### config.mk
export PLATFORM = sky130hd
export DESIGN_NAME = bcd2binary_serial
export DESIGN_NICKNAME = d
export VERILOG_FILES = /design/src/rtl/bcd2binary_serial_pkg.sv /design/src/rtl/bcd2binary_serial_digit_adjust.sv /design/src/rtl/bcd2binary_serial.sv
export SDC_FILE = /design/constraint.sdc
export NUM_CORES = 1
export LEC_CHECK = 0
export CAP_MARGIN = 20
export CELL_PAD_IN_SITES_DETAIL_PLACEMENT = 1
export CELL_PAD_IN_SITES_GLOBAL_PLACEMENT = 1
export CORE_ASPECT_RATIO = 0.5
export CORE_MARGIN = 4
export CORE_UTILIZATION = 42
export CTS_CLUSTER_DIAMETER = 80
export CTS_CLUSTER_SIZE = 24
export DETAILED_ROUTE_END_ITERATION = 10
export PLACE_DENSITY = 0.77
export SLEW_MARGIN = 10
export SYNTH_ARGS = -nofsm -noshare
export SYNTH_HDL_FRONTEND = slang
export SYNTH_SLANG_ARGS = --single-unit
### constraint.sdc
create_clock -name Clk -period 1.6 [get_ports Clk]
set_input_delay 0.24 -clock Clk [delete_from_list [all_inputs] [get_ports Clk]]
set_output_delay 0.24 -clock Clk [all_outputs]
set_load 0.02 [all_outputs]
### src/rtl/bcd2binary_serial_pkg.sv
// -----------------------------------------------------------------------------
// bcd2binary_serial_pkg
// Shared definitions for the serial BCD-to-binary converter:
//   - state_e       : converter FSM state encoding
//   - calc_bin_w()  : binary width needed to hold the largest DIGITS-digit
//                     decimal value, ceil(log2(10^digits))
//   - digit_ok()    : true when a 4-bit BCD digit is a legal decimal digit
// -----------------------------------------------------------------------------
package bcd2binary_serial_pkg;

    typedef enum logic [1:0] {
        ST_IDLE  = 2'd0,
        ST_SHIFT = 2'd1,
        ST_DONE  = 2'd2
    } state_e;

    localparam int DIGITS_MIN = 2;
    localparam int DIGITS_MAX = 4;

    // Width of the binary result for a given digit count: 7/10/14 for 2/3/4.
    function automatic int calc_bin_w(input int digits);
        int pow10;
        pow10 = 1;
        for (int d = 0; d < digits; d++) begin
            pow10 = pow10 * 10;
        end
        return $clog2(pow10);
    endfunction

    // A BCD digit is legal only in the range 0..9.
    function automatic logic digit_ok(input logic [3:0] digit);
        return (digit <= 4'd9);
    endfunction

endpackage

### src/rtl/bcd2binary_serial_digit_adjust.sv
// -----------------------------------------------------------------------------
// bcd_digit_adjust
// Per-digit correction step of reverse double-dabble: after a right shift a
// digit that reads 8 or more has received a "half ten" (weight 8 instead of 5)
// from the digit above, so 3 is subtracted. Never underflows (>=8 - 3 >= 5).
// Ports:
//   i_digit  in  4 : BCD digit after the shift
//   o_digit  out 4 : corrected digit
// -----------------------------------------------------------------------------
module bcd_digit_adjust
    import bcd2binary_serial_pkg::*;
(
    input  logic [3:0] i_digit,
    output logic [3:0] o_digit
);

    // Subtract 3 from digits of 8 or more, pass others through.
    always_comb begin
        o_digit = i_digit;
        if (i_digit >= 4'd8) begin
            o_digit = i_digit - 4'd3;
        end else begin
            o_digit = i_digit;
        end
    end

endmodule

### src/rtl/bcd2binary_serial.sv
// -----------------------------------------------------------------------------
// bcd2binary_serial
// Sequential BCD-to-binary converter using iterative shift-right / subtract-3.
// One conversion in flight; start/done handshake. All outputs registered.
// Parameters:
//   DIGITS  : number of BCD digits (2..4)
//   BIN_W   : binary width, must equal calc_bin_w(DIGITS)
// Ports:
//   Clk      in  1          : rising-edge clock
//   reset    in  1          : asynchronous active-low reset
//   start    in  1          : conversion request, honoured in IDLE only
//   bcd_in   in  4*DIGITS   : packed BCD, digit 0 in [3:0]
//   busy     out 1          : high while shifting
//   done     out 1          : one-cycle result-valid pulse
//   err      out 1          : last accepted request had a digit > 9
//   bin_out  out BIN_W      : last result, held until the next done
// -----------------------------------------------------------------------------
module bcd2binary_serial
    import bcd2binary_serial_pkg::*;
#(
    parameter int DIGITS = 2,
    parameter int BIN_W  = 7
) (
    input  logic                  Clk,
    input  logic                  reset,
    input  logic                  start,
    input  logic [4*DIGITS-1:0]   bcd_in,
    output logic                  busy,
    output logic                  done,
    output logic                  err,
    output logic [BIN_W-1:0]      bin_out
);

    localparam int BCD_W = 4 * DIGITS;
    localparam int SR_W  = BCD_W + BIN_W;
    localparam int CNT_W = $clog2(BIN_W + 1);
    localparam logic [CNT_W-1:0] LAST_CNT = CNT_W'(BIN_W - 1);

    // Elaboration-time sanity checks on the parameter pair.
    if (BIN_W != calc_bin_w(DIGITS)) begin : g_bad_bin_w
        $error("bcd2binary_serial: BIN_W does not match ceil(log2(10^DIGITS))");
    end
    if ((DIGITS < DIGITS_MIN) || (DIGITS > DIGITS_MAX)) begin : g_bad_digits
        $error("bcd2binary_serial: DIGITS must be in 2..4");
    end

    state_e              r_state;
    state_e              w_state_nxt;
    logic [SR_W-1:0]     r_shift;
    logic [SR_W-1:0]     w_shift_nxt;
    logic [CNT_W-1:0]    r_cnt;
    logic [CNT_W-1:0]    w_cnt_nxt;
    logic                w_busy_nxt;
    logic                w_done_nxt;
    logic                w_err_nxt;
    logic [BIN_W-1:0]    w_bin_nxt;

    logic                w_bcd_ok;
    logic [SR_W-1:0]     w_shifted;
    logic [BCD_W-1:0]    w_adj_bcd;
    logic [SR_W-1:0]     w_shift_step;

    // Input validity: every digit of the request must be 0..9.
    always_comb begin
        w_bcd_ok = 1'b1;
        for (int i = 0; i < DIGITS; i++) begin
            if (!digit_ok(bcd_in[4*i +: 4])) begin
                w_bcd_ok = 1'b0;
            end else begin
                w_bcd_ok = w_bcd_ok;
            end
        end
    end

    // One iteration: shift the {bcd, bin} register right, then correct each
    // BCD digit that has picked up an 8 from the digit above.
    assign w_shifted = r_shift >> 1;

    for (genvar g = 0; g < DIGITS; g++) begin : g_adj
        bcd_digit_adjust u_adj (
            .i_digit (w_shifted[BIN_W + 4*g +: 4]),
            .o_digit (w_adj_bcd[4*g +: 4])
        );
    end

    assign w_shift_step = {w_adj_bcd, w_shifted[BIN_W-1:0]};

    // Next-state and next-output logic for the converter FSM.
    always_comb begin
        w_state_nxt = r_state;
        w_shift_nxt = r_shift;
        w_cnt_nxt   = r_cnt;
        w_busy_nxt  = 1'b0;
        w_done_nxt  = 1'b0;
        w_err_nxt   = err;
        w_bin_nxt   = bin_out;
        case (r_state)
            ST_IDLE: begin
                if (start) begin
                    if (w_bcd_ok) begin
                        w_shift_nxt = {bcd_in, {BIN_W{1'b0}}};
                        w_cnt_nxt   = {CNT_W{1'b0}};
                        w_err_nxt   = 1'b0;
                        w_busy_nxt  = 1'b1;
                        w_state_nxt = ST_SHIFT;
                    end else begin
                        // Rejected request: report at once, no shifting.
                        w_err_nxt   = 1'b1;
                        w_bin_nxt   = {BIN_W{1'b0}};
                        w_done_nxt  = 1'b1;
                        w_state_nxt = ST_DONE;
                    end
                end else begin
                    w_state_nxt = ST_IDLE;
                end
            end
            ST_SHIFT: begin
                w_shift_nxt = w_shift_step;
                w_cnt_nxt   = r_cnt + CNT_W'(1);
                if (r_cnt == LAST_CNT) begin
                    // Last shift: the bin field now holds the full result.
                    w_bin_nxt   = w_shift_step[BIN_W-1:0];
                    w_done_nxt  = 1'b1;
                    w_state_nxt = ST_DONE;
                end else begin
                    w_busy_nxt  = 1'b1;
                    w_state_nxt = ST_SHIFT;
                end
            end
            ST_DONE: begin
                w_state_nxt = ST_IDLE;
            end
            default: begin
                w_state_nxt = ST_IDLE;
            end
        endcase
    end

    // State, datapath and registered outputs.
    always_ff @(posedge Clk or negedge reset) begin
        if (!reset) begin
            r_state <= ST_IDLE;
            r_shift <= {SR_W{1'b0}};
            r_cnt   <= {CNT_W{1'b0}};
            busy    <= 1'b0;
            done    <= 1'b0;
            err     <= 1'b0;
            bin_out <= {BIN_W{1'b0}};
        end else begin
            r_state <= w_state_nxt;
            r_shift <= w_shift_nxt;
            r_cnt   <= w_cnt_nxt;
            busy    <= w_busy_nxt;
            done    <= w_done_nxt;
            err     <= w_err_nxt;
            bin_out <= w_bin_nxt;
        end
    end

endmodule

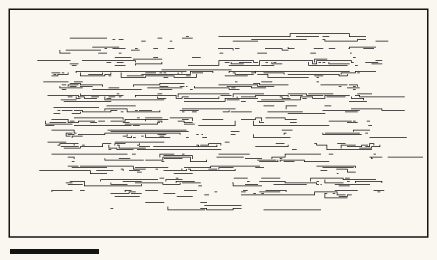
Run 1: metal 1
The bar under the picture is 20 um long.
main direction	horizontal
longest straight run	27.1 um
share of all routed wire	49%
DR vias: 1255
met1 global-route usage: 0.2367
final wirelength: 3797 um

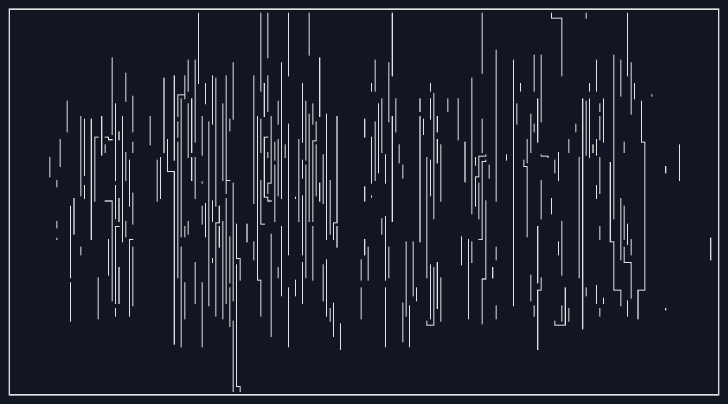
Run 1: signal wires on met2
longest straight run	32.6 um
share of all routed wire	46%
wire length on this layer	1760 um
main direction	vertical
met2 Use GR: 0.2973

==> impl_metrics.tcl, run 1 <==
# collected from the flow reports
set metrics [dict create \
    finClkSkew_ns 0.003194 \
    reg2reg_depth 3 \
    logic_area_um2 779.5 \
    cp-end-kind "output pin" \
    ys_top_logic_family "AND-OR/OR-AND gates" \
    seq-power_mw 1.26 \
    buffer_area_frac 0.1652 \
    rsz0062_at_grt "false" \
    p_sw_mw 1.280 \
    cp_top_family "buffers and inverters" \
    grt_use_total 0.1798 \
    ys_cells 147 \
    sh_comb_area 0.4035 \
    syn_avg_cell_area_um2 10.60 \
    finalWorstSetupSlack_ns 0.06191 \
    largest_register_ffs 14 \
    largestClassByArea "combinational gates" \
    regMostFlops "r_shift" \
    core_area_um2 3491 \
    crit_arrival_ns 1.30 \
    reg_top3 "r_shift (14), bin_out (7), r_cnt (3)" \
    taps 51 \
    inv_count 12 \
    ys.flops 27 \
    ff_count 27 \
    place_congestion 0.8072 \
    post_dp_cell_area_um2 1867 \
    ant_nets 0 \
    hold_class "in2async" \
    antenna_found_initial 0 \
    fin_tns_setup_ns 0 \
    status "finished, final reports clean" \
    clockBufferDepth 2 \
]
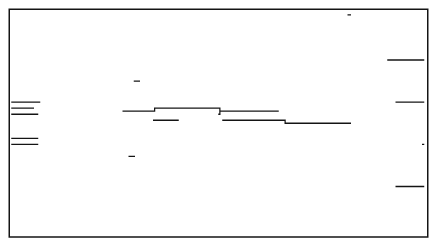
Run 1: met3 routing
longest straight run	14.7 um
wire length on this layer	124 um
met3 Resource Use GR: 0.04706

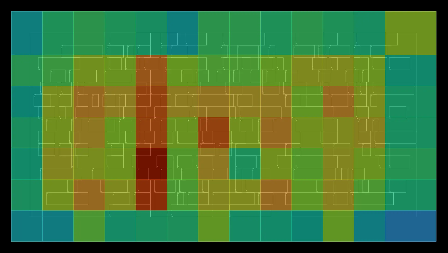
Run 1: track usage over the die
Finished Core Util: 0.5534
GRT busiest layer: met2

[run 1: metal layers]
layer | vias to the layer above | GRT usage | share of wire | wire (um)
met5 | - | 0 | 0 | 0
met4 | 0 | 0.04317 | 0.011 | 41
met3 | 4 | 0.04706 | 0.032 | 123
met2 | 18 | 0.2973 | 0.46 | 1756
met1 | 626 | 0.2367 | 0.49 | 1876
li1 | 607 | - | - | -
[run 1: worst paths after layout]
path / from / endpoint / slack, ns
setup / recovery: bin_out[0] / bin_out[0] / 0.06
hold / removal: reset / bin_out[1] / 0.33
setup reg to reg: r_state[1] / r_shift[8] / 0.15
hold reg to reg: r_shift[1] / r_shift[1] / 0.52
max in group asynchronous: reset / r_shift[9] / 1.00
min in group Clk: r_shift[1] / r_shift[1] / 0.52
Run 1, port wiring:
The bar under the picture is 20 um long.
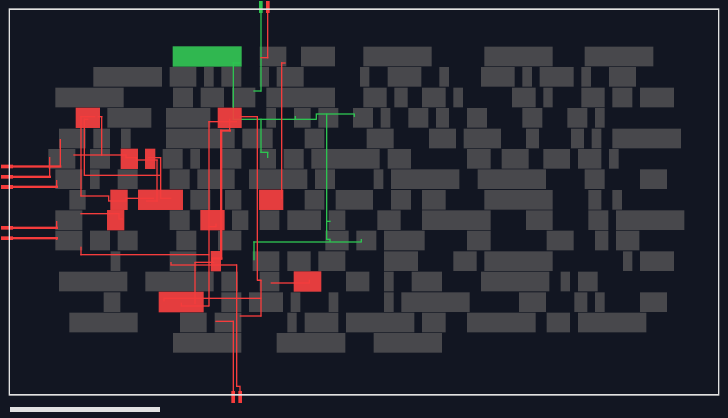

==> run 2: changes to the inputs <==
--- a/config.mk
+++ b/config.mk
@@ -8,13 +8,12 @@
 export CAP_MARGIN = 20
 export CELL_PAD_IN_SITES_DETAIL_PLACEMENT = 1
 export CELL_PAD_IN_SITES_GLOBAL_PLACEMENT = 1
-export CORE_ASPECT_RATIO = 0.5
 export CORE_MARGIN = 4
 export CORE_UTILIZATION = 42
 export CTS_CLUSTER_DIAMETER = 80
 export CTS_CLUSTER_SIZE = 24
 export DETAILED_ROUTE_END_ITERATION = 10
-export PLACE_DENSITY = 0.77
+export PLACE_DENSITY = 0.79
 export SLEW_MARGIN = 10
 export SYNTH_ARGS = -nofsm -noshare
 export SYNTH_HDL_FRONTEND = slang
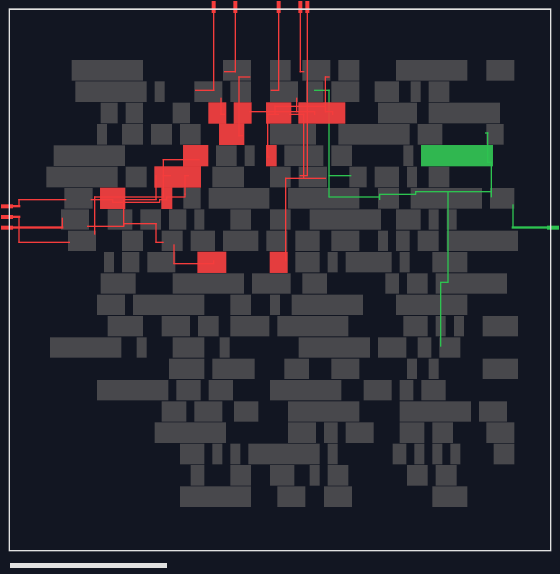
Run 2: port wiring
The bar under the picture is 20 um long.
colour	port	direction	edge	end cells	buffers	wire
green	done	output	right	1	1	76.5 um
red	bcd_in	input	5 top, 3 left	12	9	226 um
Ports: 21
number of port buffers: 20

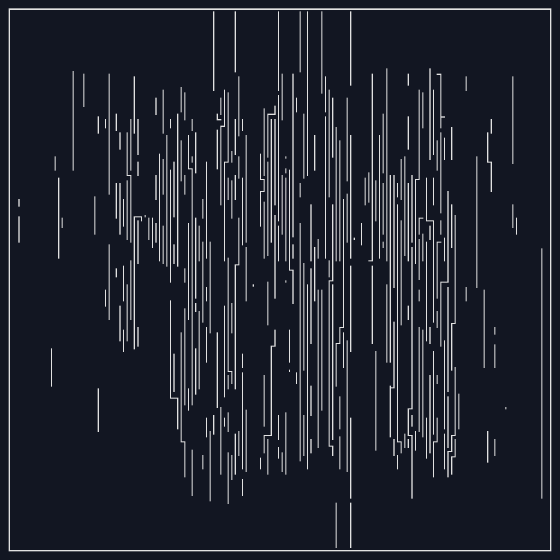
Run 2: signal wires on met2
wire length on this layer	2160 um
longest straight run	31.8 um
nets with wire on the layer	167
DR vias: 1276
final wirelength: 4317 um
met2 Use GR: 0.3262

==> run 2 against run 1 <==
Compared with the run above:
- total power increased by 2.6%
- first-iteration DRC count up 120%
- area after synthesis stayed put
- worst setup slack better by 0.015 ns
- routed wire length grew 14%
- clock power rose by 1%
- clock-buffer cell count unchanged
- die size shrank 1.2%
- maximum frequency increased by 0.97%
- largest power group unchanged
- final cell count decreased by 2.7%
==> impl_metrics.tcl, run 2 <==
# collected from the flow reports
set metrics [dict create \
    ys_sh_aoi 0.2867 \
    grt_pass1_vias 1367 \
    sh_comb_area 0.4093 \
    inv_count 12 \
    use_met3 0.02593 \
    hold_class "in2async" \
    ant_nets 0 \
    grt.busiest_layer "met2" \
    ys_top_logic_family "AND-OR/OR-AND gates" \
    finClkSkew_ns 0.01088 \
    buffer_area_frac 0.1593 \
    yosysMostFrequentCell "dfrtp_1" \
    core_area_um2 3468 \
    r2r_slack_ns 0.12 \
    ff_count 27 \
    placed_cells 216 \
    comb-power_mw 1.52 \
    status "finished, final reports clean" \
    ys_cells 147 \
    grt_use_total 0.1991 \
    place_ws_ns -0.08859 \
    post_dp_cell_area_um2 1853 \
    taps 46 \
    cp_top_family "buffers and inverters" \
    antenna_found_initial 0 \
    yosysChipArea_um2 1558 \
    fp.dieH_um 68.90 \
    regMostFlops "r_shift" \
    finalWorstSetupSlack_ns 0.07669 \
    yosys.area.top_type "dfrtp_1" \
    ys.flops 27 \
    seq-power_mw 1.26 \
    post-route-util 0.5527 \
    rsz0062_at_grt "false" \
    yosys_most_used_dff "dfrtp_1" \
    clockBufferDepth 2 \
    reg2reg_from "r_state[1]" \
    cp-end-kind "output pin" \
    largestClassByArea "combinational gates" \
    p_sw_mw 1.369 \
    place_congestion 0.9122 \
    slew_violations 0 \
    crit_arrival_ns 1.28 \
    ctsHtreeMaxLevel 1 \
    reg_top3 "r_shift (14), bin_out (7), r_cnt (3)" \
]
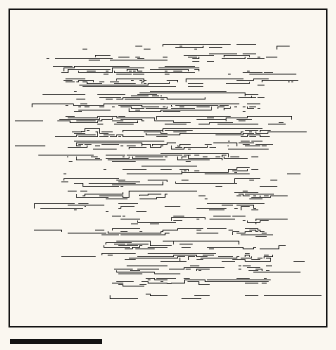
Run 2: metal 1
The bar under the picture is 20 um long.
longest straight run	29.4 um
main direction	horizontal
share of all routed wire	46%
wire length on this layer	2000 um
met1 global-route usage: 0.2741

==> run 2: cell types whose count changed in the layout (fill, tap and decap cells not counted), sizes merged <==
cell and change:
buf -1, dlymetal6s2s -2, dlygate4sd2 +1, clkdlybuf4s50 +1
==> run 2: path summary, 6_finish.rpt <==
kind / endpoint / cells after the start
max: bin_out[3] / 1
min: r_shift[8] / 2
max reg2reg: r_shift[9] / 5
min reg2reg: err / 1
max in group asynchronous: r_shift[1] / 2
min in group Clk: err / 1
==> run 2: per-layer routing <==
layer / up-vias / wire [um]
li1: 605 / -
met1: 645 / 2003
met2: 22 / 2155
met3: 4 / 120
met4: 0 / 37
met5: - / 0
Power is estimated from default activity; no workload was simulated.
